**src/rtl/rvx_bus_arbiter.sv**
```systemverilog
// Round-robin arbiter sharing one memory-mapped slave port among NUM_MASTERS requesters.
// Latches one transaction at a time, routes the slave response back and aborts on timeout.
module rvx_bus_arbiter #(
  parameter int NUM_MASTERS    = 2,
  parameter int TIMEOUT_CYCLES = 1024
) (
  input  logic                      clock,
  input  logic                      reset,
  input  logic [NUM_MASTERS*32-1:0] m_address,
  input  logic [NUM_MASTERS-1:0]    m_read_request,
  input  logic [NUM_MASTERS-1:0]    m_write_request,
  input  logic [NUM_MASTERS*32-1:0] m_write_data,
  input  logic [NUM_MASTERS*4-1:0]  m_write_strobe,
  output logic [31:0]               m_read_data,
  output logic [NUM_MASTERS-1:0]    m_read_response,
  output logic [NUM_MASTERS-1:0]    m_write_response,
  output logic [NUM_MASTERS-1:0]    m_error,
  output logic [31:0]               s_address,
  output logic                      s_read_request,
  output logic                      s_write_request,
  output logic [31:0]               s_write_data,
  output logic [3:0]                s_write_strobe,
  input  logic [31:0]               s_read_data,
  input  logic                      s_read_response,
  input  logic                      s_write_response
);

  localparam int IDX_W = (NUM_MASTERS > 1) ? $clog2(NUM_MASTERS) : 1;
  localparam int CNT_W = $clog2(TIMEOUT_CYCLES);
  localparam logic [IDX_W-1:0] IDX_LAST = IDX_W'(NUM_MASTERS - 1);
  localparam logic [CNT_W-1:0] CNT_LAST = CNT_W'(TIMEOUT_CYCLES - 1);

  typedef enum logic {IDLE, BUSY} state_t;

  state_t             state;
  logic [IDX_W-1:0]   ptr;
  logic [IDX_W-1:0]   grant;
  logic [CNT_W-1:0]   cnt;

  logic [NUM_MASTERS-1:0] req;
  logic [31:0]            addr_arr [NUM_MASTERS];
  logic [31:0]            data_arr [NUM_MASTERS];
  logic [3:0]             strb_arr [NUM_MASTERS];
  logic [IDX_W-1:0]       winner;
  logic [IDX_W-1:0]       cand;
  logic                   found;
  logic                   slave_hit;
  logic                   last_cycle;
  logic                   timed_out;

  assign req = m_read_request | m_write_request;

  always_comb begin
    for (int i = 0; i < NUM_MASTERS; i++) begin
      addr_arr[i] = m_address[i*32 +: 32];
      data_arr[i] = m_write_data[i*32 +: 32];
      strb_arr[i] = m_write_strobe[i*4 +: 4];
    end
  end

  // First requester at or after the pointer, wrapping modulo NUM_MASTERS.
  always_comb begin
    // NOTE: every combinational output gets a default before any conditional
    // assignment, so no path leaves it unassigned and no latch is inferred.
    winner = '0;
    cand   = '0;
    found  = 1'b0;
    for (int k = 0; k < NUM_MASTERS; k++) begin
      cand = IDX_W'((int'(ptr) + k) % NUM_MASTERS);
      if (!found && req[cand]) begin
        winner = cand;
        found  = 1'b1;
      end
    end
  end

  // A response of the wrong type never matches; a real response wins over the timeout.
  assign slave_hit  = (state == BUSY) &&
                      (s_write_request ? s_write_response : s_read_response);
  assign last_cycle = (state == BUSY) && (cnt == CNT_LAST);
  assign timed_out  = last_cycle && !slave_hit;

  always_comb begin
    m_read_response  = '0;
    m_write_response = '0;
    m_error          = '0;
    m_read_data      = '0;
    if (slave_hit || timed_out) begin
      if (s_write_request) begin
        m_write_response[grant] = 1'b1;
      end else begin
        m_read_response[grant] = 1'b1;
        m_read_data            = timed_out ? 32'hDEAD_BEEF : s_read_data;
      end
      m_error[grant] = timed_out;
    end
  end

  always_ff @(posedge clock or posedge reset) begin
    // NOTE: state registers use non-blocking assignments so every flop samples
    // the pre-edge values regardless of statement order.
    if (reset) begin
      state           <= IDLE;
      ptr             <= '0;
      grant           <= '0;
      cnt             <= '0;
      s_address       <= '0;
      s_write_data    <= '0;
      s_write_strobe  <= '0;
      s_read_request  <= 1'b0;
      s_write_request <= 1'b0;
    end else begin
      case (state)
        IDLE: begin
          if (|req) begin
            grant           <= winner;
            s_address       <= addr_arr[winner];
            s_write_data    <= data_arr[winner];
            s_write_strobe  <= strb_arr[winner];
            s_write_request <= m_write_request[winner];
            s_read_request  <= !m_write_request[winner];
            cnt             <= '0;
            state           <= BUSY;
          end
        end
        BUSY: begin
          if (slave_hit || last_cycle) begin
            s_read_request  <= 1'b0;
            s_write_request <= 1'b0;
            ptr             <= (grant == IDX_LAST) ? '0 : grant + 1'b1;
            state           <= IDLE;
          end else begin
            cnt <= cnt + 1'b1;
          end
        end
        default: state <= IDLE;
      endcase
    end
  end

endmodule

```
**config.mk**
```make
export PLATFORM = sky130hd
export DESIGN_NAME = rvx_bus_arbiter
export DESIGN_NICKNAME = d
export VERILOG_FILES = /design/src/rtl/rvx_bus_arbiter.sv
export SDC_FILE = /design/constraint.sdc
export NUM_CORES = 1
export LEC_CHECK = 0
export CAP_MARGIN = 20
export CORE_AREA = 2 2 113 115
export CTS_CLUSTER_DIAMETER = 40
export DETAILED_ROUTE_END_ITERATION = 10
export DIE_AREA = 0 0 115 117
export PLACE_DENSITY = 0.82
export SLEW_MARGIN = 40
export SYNTH_ARGS = -nofsm -noshare
export SYNTH_HDL_FRONTEND = slang
export SYNTH_SLANG_ARGS = --single-unit
```
**constraint.sdc**
```tcl
create_clock -name clock -period 2.9 [get_ports clock]
set_input_delay 0.58 -clock clock [delete_from_list [all_inputs] [get_ports clock]]
set_output_delay 0.58 -clock clock [all_outputs]
set_load 0.02 [all_outputs]
```
Fig. 1: run 1, signal wires on met1
Scale: 2 px per um.
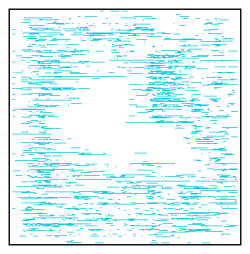
longest straight run = 43.7 um
main direction = horizontal
wirelength, routed: 13460 um
number of vias after detailed routing: 4270
global-route met1 utilization: 20.52%

Fig. 2: run 1, sequential cells grouped by signal name
Scale: 4 px per um.
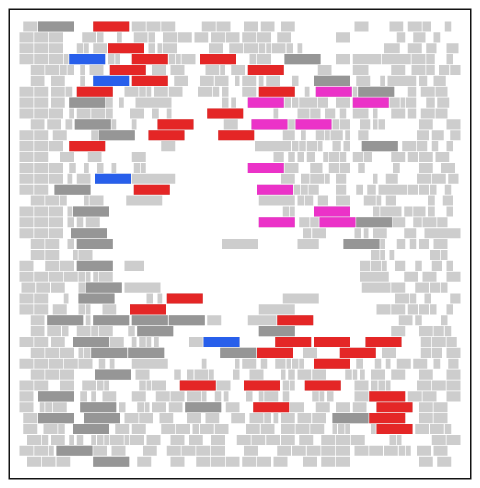
blue -> `s_write_strobe`  # sequential cells 4
magenta -> `cnt`  # sequential cells 10
red -> `s_write_data`  # sequential cells 32
not coloured = 37
sequential group power: 1.99 mW
flip-flop and latch area: 2077 um2

Fig. 3: run 1, gate families picked out
Scale: 2 px per um.
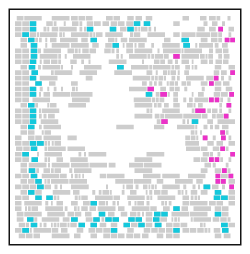
magenta -> AND-OR and OR-AND gates  # cells 29, most used o21a_1
cyan -> multiplexers  # cells 72, most used mux2i_1, where widely spread
most frequently placed logic cell in the final layout: clkdlybuf4s50_1
number of non-filler instances in the completed layout: 872

Fig. 4: run 1, congestion heat map
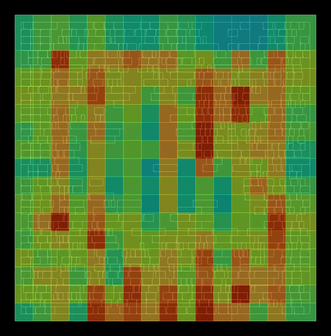
global routing's busiest layer: met2
fin util: 61.38%
global-route total usage across every layer: 19.48%
met3 Track Usage GR: 5.201%
routed length per instance: 15.43 um

## run 1: Yosys cell counts, drive strengths merged, types with 2 or more instances
library cell | count | area share, %
o211ai | 2 | 0.35
and3 | 3 | 0.44
nor4 | 2 | 0.30
nor2b | 2 | 0.30
inv | 7 | 0.62
nor2 | 5 | 0.44
o21a | 24 | 4.3
o221ai | 2 | 0.41
a221o | 4 | 0.95
a21oi | 2 | 0.24
nor3 | 6 | 0.71
o22ai | 3 | 0.44
o21ai | 75 | 8.9
mux2i | 71 | 17
nand3 | 7 | 0.95
dfrtp | 83 | 49
and2 | 10 | 1.5
nand4 | 3 | 0.59
buf | 10 | 1.5
nand2 | 77 | 6.8
clkbuf | 19 | 1.7
## run 1: worst max-delay path: cells and delay by family (launching register included)
kind / cells / cell delay (ps)
fa+ha+maj: 1 / 200
flops: 1 / 360
buf+inv: 3 / 460
simple gates: 2 / 530
compound gates: 2 / 330
## run 1: flip-flops by register name, indices dropped and copies added (netlist names)
signal,cells
s_write_request,1
cnt,10
s_address,32
ptr,1
s_read_request,1
state,1
grant,1
s_write_data,32
s_write_strobe,4
## run 1: path summary, 6_finish.rpt
path	start	end	slack (ps)	cells after the start
max in group asynchronous	reset	s_address[25]	1590	3
worst max register to register	cnt[0]	cnt[5]	710	7
min in group asynchronous	reset	s_write_data[5]	630	2
worst min register to register	s_write_data[28]	s_write_data[28]	470	2
worst max-delay path	cnt[0]	m_read_data[6]	110	8
worst min-delay path	s_write_data[28]	s_write_data[28]	470	2
## run 1: stage by stage
stage          cell area (um2)  worst slack (ps)  hold WS (ps)  TNS, ps
2_1_floorplan             4232             183.2         498.1        0
3_3_place_gp              7358            -54.24         460.2   -780.8
3_5_place_dp              7358            -91.46         469.1    -2005
4_1_cts                   7657            0.1272         482.3        0
5_1_grt                   7557             6.997         501.9        0
6_report                  7557             112.4         473.4        0
## run 1: logic make-up (layout without fill, tap and decap cells)
kind of cell | after synthesis | after routing | synth area share, %
and+or+nand+nor | 119 | 119 | 12.77
AOI/OAI and AO/OA | 117 | 117 | 16.74
DFF | 83 | 83 | 49.08
muxes | 72 | 72 | 17.06
buffers and inverters | 36 | 329 | 3.844
adders and majority gates | 1 | 1 | 0.2956
xor gates and xnor gates | 1 | 1 | 0.2070
## run 1: area by class of cell
type / count / area share [%]
repair buffers: 306 / 39.01
flip-flops and latches: 83 / 27.48
clock inverters: 4 / 0.6623
multi-input cells: 310 / 26.74
inverters: 7 / 0.3642
clock buffers: 12 / 3.262
well taps: 150 / 2.483
## run 1: what timing repair did
item	4_1_cts	5_1_grt
resized	74	29
endpoints found under the setup margin	37	27
cloned	0	1
pin swaps	0	1
setup buffers	0	1
## run 1: power groups by stage
stage                     clock network, mW  logic, mW  registers [mW]
after floorplan                           0       1.57            2.57
after global placement                    0       4.09            1.98
after detailed placement                  0       4.17            2.01
after CTS                              1.16       4.11            2.00
after global routing                   1.21       4.36            2.06
final                                  1.12       4.04            1.99
==> notes.md, run 1 <==
Quick summary of the implementation run below.

The run finished with clean final reports. After floorplanning, the core was divided into 41 placement rows. The script computed the net switching share of total power as 40.75%. The number of pins with negative max-slew slack in the final report came out at 0.

The number of vias per cell after detailed routing is slightly below 5. The number of cells produced by synthesis came out at around 430. The data required time of the critical path is roughly 2300 ps. The clock input transition at the sequential cells of the worst setup and hold paths is ~60 ps. The final period utilization came out at around 96%.

Listed in order, past its start point the critical path passes ha_2 > nand3_2 > or3_4 > a211oi_4 > buf_6 > clkbuf_16 > o21a_1 > clkbuf_2. The internal portion of the total power is between 4 and 5 mW. The met2 layer usage reported by global route is a little under two fifths.

The data arrival time of the critical path is 2210 ps. In this run the top signal layer used is met4. The insertion delay to the later sink of the worst-skew pair came out at 320 ps.

Setup repair after global routing left no endpoint under its margin. The count of cell types in the netlist came out at 37. The number of detailed-routing iterations run before antenna repair is 4. The yosys stat cell total came out at 429. The signed area change from the synthesized netlist to the final layout came out at 78.59%. The antenna diode count came out at 0.

The detailed router reports a met3 wire length of roughly 1300 um. The via count of the first global-routing pass is 4180. The placed cell count is 854. Per the detail_route log, met2 wirelength is between 7000 and 8000 um. According to the floorplan report, the placeable core area is roughly 12000 um2. At floorplan, the net count of the design was reported as between 600 and 700. The mapped netlist covers roughly 4200 um2. The clock H-tree reported by CTS has 3 levels. The final tally of hold violations came out at 0.

The overall power of the completed layout is 7.153 mW. The post-synthesis average cell area is 9.864 um2. The die extent in x is ~120 um. The chip area in the Yosys report is roughly 4200 um2. The aggregate global routing overflow came out at 0. Timing would allow up to ~360 MHz. The largest fanout of any net on the critical path came out at 13.

Across the routed clock network, the largest skew measured is approximately 6.5 ps. The biggest cell delay along the critical path came out at approximately 430 ps. The category of the worst setup path capture point is a primary output. TritonRoute reported its final design rule violation total as 0. After clock tree synthesis, the flow added hold-fix buffers numbering 0. The run reported a max-capacitance violation count of 0. The sequential area share after synthesis is between 40% and 50%. After detailed routing, the wire length on met1 is roughly 4800 um. The synthesis report names the predominant flop master as dfrtp_1. The height of the chip is roughly 120 um. Synthesis inferred between 80 and 90 register bits. For this run, the final setup violation count is recorded as 0. The placer congestion estimate came out at 0.8139.

The worst-case clock buffer depth came out at 2. The number of sinks on the clock net is ~83. The flow reported a cell area power density of between 900 and 1000 nW/um2.

Per the layout area report, the combinational gate area comes to 2021 um2. The part of the power in registers came out at 27.8%. Of the total power, combinational logic draws 56.5%.

Per the OpenROAD power report, switching power amounts to roughly 3 mW. Among all stages on the critical path, the largest delay is contributed by or3_4. Ranking logic cells in the layout by count gives the top entries clkdlybuf4s50_1, dfrtp_1, nand2_1, o21ai_0, mux2i_1. Of the cells placed in the final design, the portion with a size suffix greater than 1 is about a tenth. The core utilization at floorplan came out at between 30 and 40%.

The master cell of the clock root buffer is clkbuf_16. TritonCTS built the clock tree. The startpoint-to-endpoint class of the critical path is register to primary output. The number of top-level pins is 284. The kind of start point of the critical path is a register.

The maximum vdd ir drop is about 0.51 mV. For the finished layout, the period the worst path requires is about 2800 ps. The final layout contains approximately 890 nets. The first-pass GRT wire length came out at roughly 20000 um. The die area came out at ~13000 um2. The async set or reset register ratio after synthesis is 100.0%. The count of warning messages emitted by the tools came out at 28. The number of flops mapped to enable cells by yosys came out at 0. The worst max-slew margin expressed relative to the limit is about 57%. Once iteration 0 of detailed routing completed, the report listed roughly 120 DRC markers.

The antenna violation net count after detailed routing is 0. The pin count of the biggest net entering global routing is around 140. The number of antenna violations at the first check in global routing came out at 0. The actual transition at the worst max-transition pin came out at about 640 ps. The clock buffer count from CTS is 9. The count of buffers inserted at the top-level ports came out at roughly 280.

The type recorded for the worst min-delay path is register to register. During synthesis, Yosys emitted a total of 0 warnings. The clock group share of total power came out at between 10% and 20%. The static leakage power is approximately 3.4 nW.

The estimated wirelength of the detail-placed design came out at ~11000 um. The count of fill cells added during filler insertion came out at between 1000 and 1500.
Fig. 5: run 1, close-up of the layout
Window x 74 to 99, y 75 to 100 um. Cells in grey, sequential cells in the stronger grey; small squares are vias.
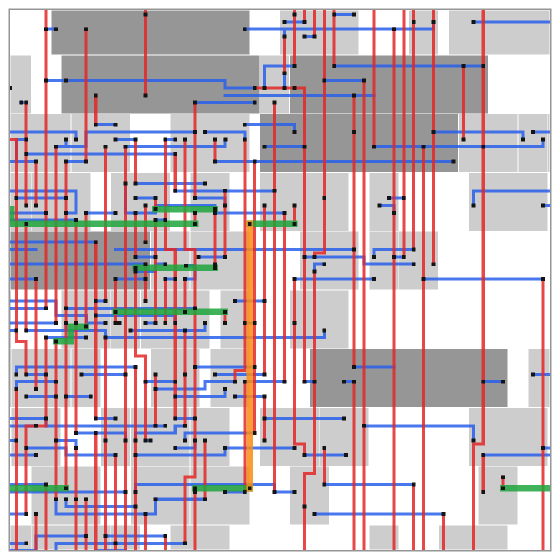

--- run 2 (diff from run 1) ---
- CORE_AREA: 2 2 113 115 -> 2 2 112 114
- DIE_AREA: 0 0 115 117 -> 0 0 114 116
- PLACE_DENSITY: 0.82 -> 0.84
Fig. 6: run 2, close-up of the layout
Window x 73 to 98, y 74 to 99 um. Cells in grey, sequential cells in the stronger grey; small squares are vias.
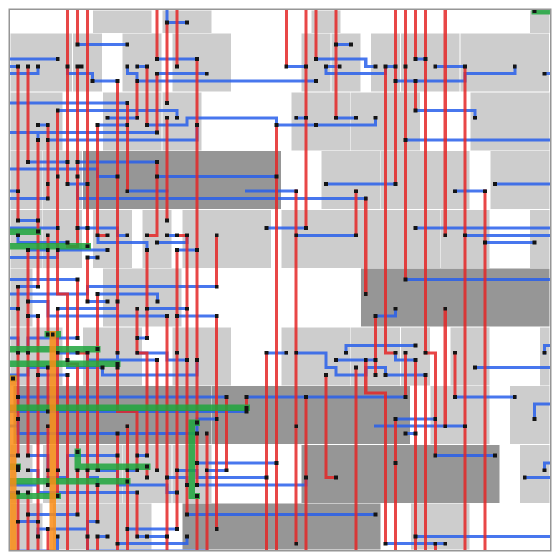
blue -> met1
green -> met3
orange -> met4
red -> met2
most frequent = buf_4 (10), dfrtp_1 (6), nor3_1 (5)
cells with their middle in the window = 52
netlist names of flops here include = `cnt` (3)
sequential cells in the window = 6

==> run 2 against run 1 <==
Worst hold slack better by 2.5 ps. Cell count down 0.23%. Worst setup slack worse by 110 ps. Count of clock-buffer cells in the layout down 1. First-iteration DRC count up 34%. Maximum frequency down 3.9%. The flow now finishes with violations (negative setup slack). Area after synthesis unchanged. Sequential power about the same. Cell area up 2.8%. Utilization up 3.8 points. Critical path type unchanged.
==> notes.md, run 2 <==
Quick summary of the implementation run below.

The flow ran to the end, but the final reports show violations. The checks that failed: negative setup slack. The setup slack of the worst register-to-register path is 740 ps. The chip area in the Yosys report came out at approximately 4200 um2. Total power for the finished layout comes to approximately 7.4 mW.

The actual transition at the worst max-transition pin came out at ~570 ps. STA classifies the critical path startpoint as a register. Synthesis inferred 83 register bits. The library cell contributing the largest single delay on the critical path is or3_4.

The clock buffer count from CTS is 9. Setup repair after global routing could not meet its margin everywhere. The DRC violation total left in the routed layout is recorded as 0. The estimated wirelength of the detail-placed design came out at between 10000 and 15000 um. The final layout contains 895 nets. In the post-synthesis netlist, the biggest area contributors are dfrtp_1, mux2i_1, o21ai_0.

The pin count of the biggest net entering global routing is ~70. The cell taking the most area after synthesis is dfrtp_1. In this run the number of H-tree levels came out at 3. The yosys stat cell total is between 400 and 500. The cell area power density came out at around 950 nW/um2. Once the floorplan was initialized, standard cells occupied between 30% and 40% of the core.

The worst max-slew margin expressed relative to the limit came out at 62.10%. The worst-case clock buffer depth came out at 2. The total number of placement rows is 40. In the synthesized netlist the async set-or-reset flop fraction comes to 100.0%. The first-pass GRT wire length came out at 21620 um. The area fraction of the dominant cell type after synthesis came out at a little under 50%. The height of the chip came out at between 100 and 150 um. The run reported a max-capacitance violation count of 0. The ratio of cells with drive above 1 in the final layout came out at around a tenth. The sequential area share after synthesis came out at 49.08%. The clock input transition at the sequential cells of the worst setup and hold paths came out at about 60 ps.

Per the post-synthesis report, the number of cells in the design is 429. The number of pins with negative max-slew slack in the final report came out at 0. The final tally of hold violations came out at 0.

The critical path in the final layout is reported with a setup slack of -0.1110 ps. The shortest clock period the worst path allows after layout is a little under 3000 ps. The post-synthesis average cell area is between 9 and 10 um2. The count of warning messages emitted by the tools came out at 28. According to the CTS report, the clock sink count is between 80 and 90. The main flop type after synthesis is dfrtp_1. The area of all placed cells without fillers is just under 8000 um2.

The static leakage power came out at about 3.5 nW. The most frequent cell after synthesis is dfrtp_1. According to the hold report, the worst path is of the register to register type. The final timing report counts setup violations totalling 1. For this run, the number of Yosys warnings is 0.

The floorplan report gives the top-level pin count as approximately 280. The worst-case IR drop observed on VDD is about 0.48 mV. The global routing usage summed across all routing layers is between 20% and 30%. Hold repair after CTS inserted 0 buffers. The data arrival time of the critical path is between 2000 and 2500 ps. Summing every instance area after synthesis gives ~4200 um2. For this run, the detailed router reports a per-instance via density of 5.034.

The via count of the first global-routing pass is roughly 4400. The data required time of the critical path is 2320 ps. Logged for this run, the post-placement worst setup slack is -134.0 ps. The number of flops mapped to enable cells by yosys came out at 0. The registers reported with the highest flop counts are s_address (32), s_write_data (32), cnt (10). Per the post-route antenna check, the number of violating nets is 0. By count the netlist is led by dfrtp_1, nand2_1, o21ai_0. The placeable core region came out at 11910 um2. The die extent in x came out at between 100 and 150 um. In this build the clock could be raised as far as 344.8 MHz. The detailed-route wire length per cell is 16.08 um. After global routing the overflow that remains totals 0.

Leaving out fill and tap cells, the most frequent cells in the layout are clkdlybuf4s50_1, dfrtp_1, nand2_1, o21ai_0, mux2i_1. After its last routability iteration, the placer logged a weighted congestion of ~0.86. The final period utilization is 100.0%. The largest fanout of any net on the critical path came out at 13. The largest clock skew in the final design is between 4 and 5 ps.

The iteration-0 DRC count of the detailed router came out at roughly 160. Counting every net in the synthesized netlist gives between 600 and 700.
run 2: cell counts after synthesis:
Identical to the previous run, type by type.
run 2: layout make-up:
class	instances	area, um2	area share (%)
tap	147	183.9	2.368
antenna	1	2.502	0.03222
sequential	83	2077	26.74
inverter	7	27.53	0.3544
clock inverter	4	50.05	0.6444
multi-input combinational	310	2029	26.13
clock buffer	11	252.7	3.254
timing repair buffer	307	3143	40.47
run 2: where the power goes:
part	switching, mW	internal, mW
registers	0.302	1.69
logic	2.22	1.99
clock network	0.447	0.708
run 2: worst max-delay path, delay by kind of cell (launching register included):
family / cells / cell delay (ps)
buf+inv: 3 / 540
simple gates: 2 / 520
flops: 1 / 360
compound gates: 2 / 360
fa+ha+maj: 1 / 200
run 2: final timing paths:
path	startpoint	end	cells past startpoint
max in group asynchronous	reset	s_address[3]	3
hold reg to reg	s_write_data[12]	s_write_data[12]	2
setup reg to reg	cnt[0]	cnt[5]	7
setup / recovery	cnt[0]	m_read_data[18]	8
min in group asynchronous	reset	s_address[28]	2
hold / removal	s_write_data[12]	s_write_data[12]	2
run 2: cells by family after synthesis:
family	synth area share, %
AND-OR/OR-AND	16.74
XOR/XNOR	0.2070
adder cells (fa/ha/maj)	0.2956
buffers and inverters	3.844
flip-flops	49.08
multiplexers	17.06
AND/OR/NAND/NOR	12.77
run 2: what timing repair did:
| action | in CTS | in global routing |
|---|---|---|
| setup endpoints to repair | 37 | 35 |
| pin swaps | 1 | 0 |
| hold endpoints to repair | 0 | 0 |
| cloned | 1 | 0 |
| resized | 88 | 12 |
| setup buffers | 2 | 1 |
run 2: metal layers:
metal  global-route usage [%]  wire (um)
met4                    10.08        479
met2                    39.52       7305
met3                    5.858       1302
met5                        0          0
met1                    21.26       4904
run 2: metrics by stage:
step,util [%],instances,setup TNS [ps],hold slack [ps]
after floorplan,-,429,0,498.1
after global placement,61.79,850,-1194,462.0
after detailed placement,61.79,850,-2844,469.1
after CTS,65.09,868,-8.433,481.6
after global routing,65.20,870,-1224,504.9
final,65.20,870,-0.1110,475.9
No activity file was given, so power comes from the tool's default toggle rates.
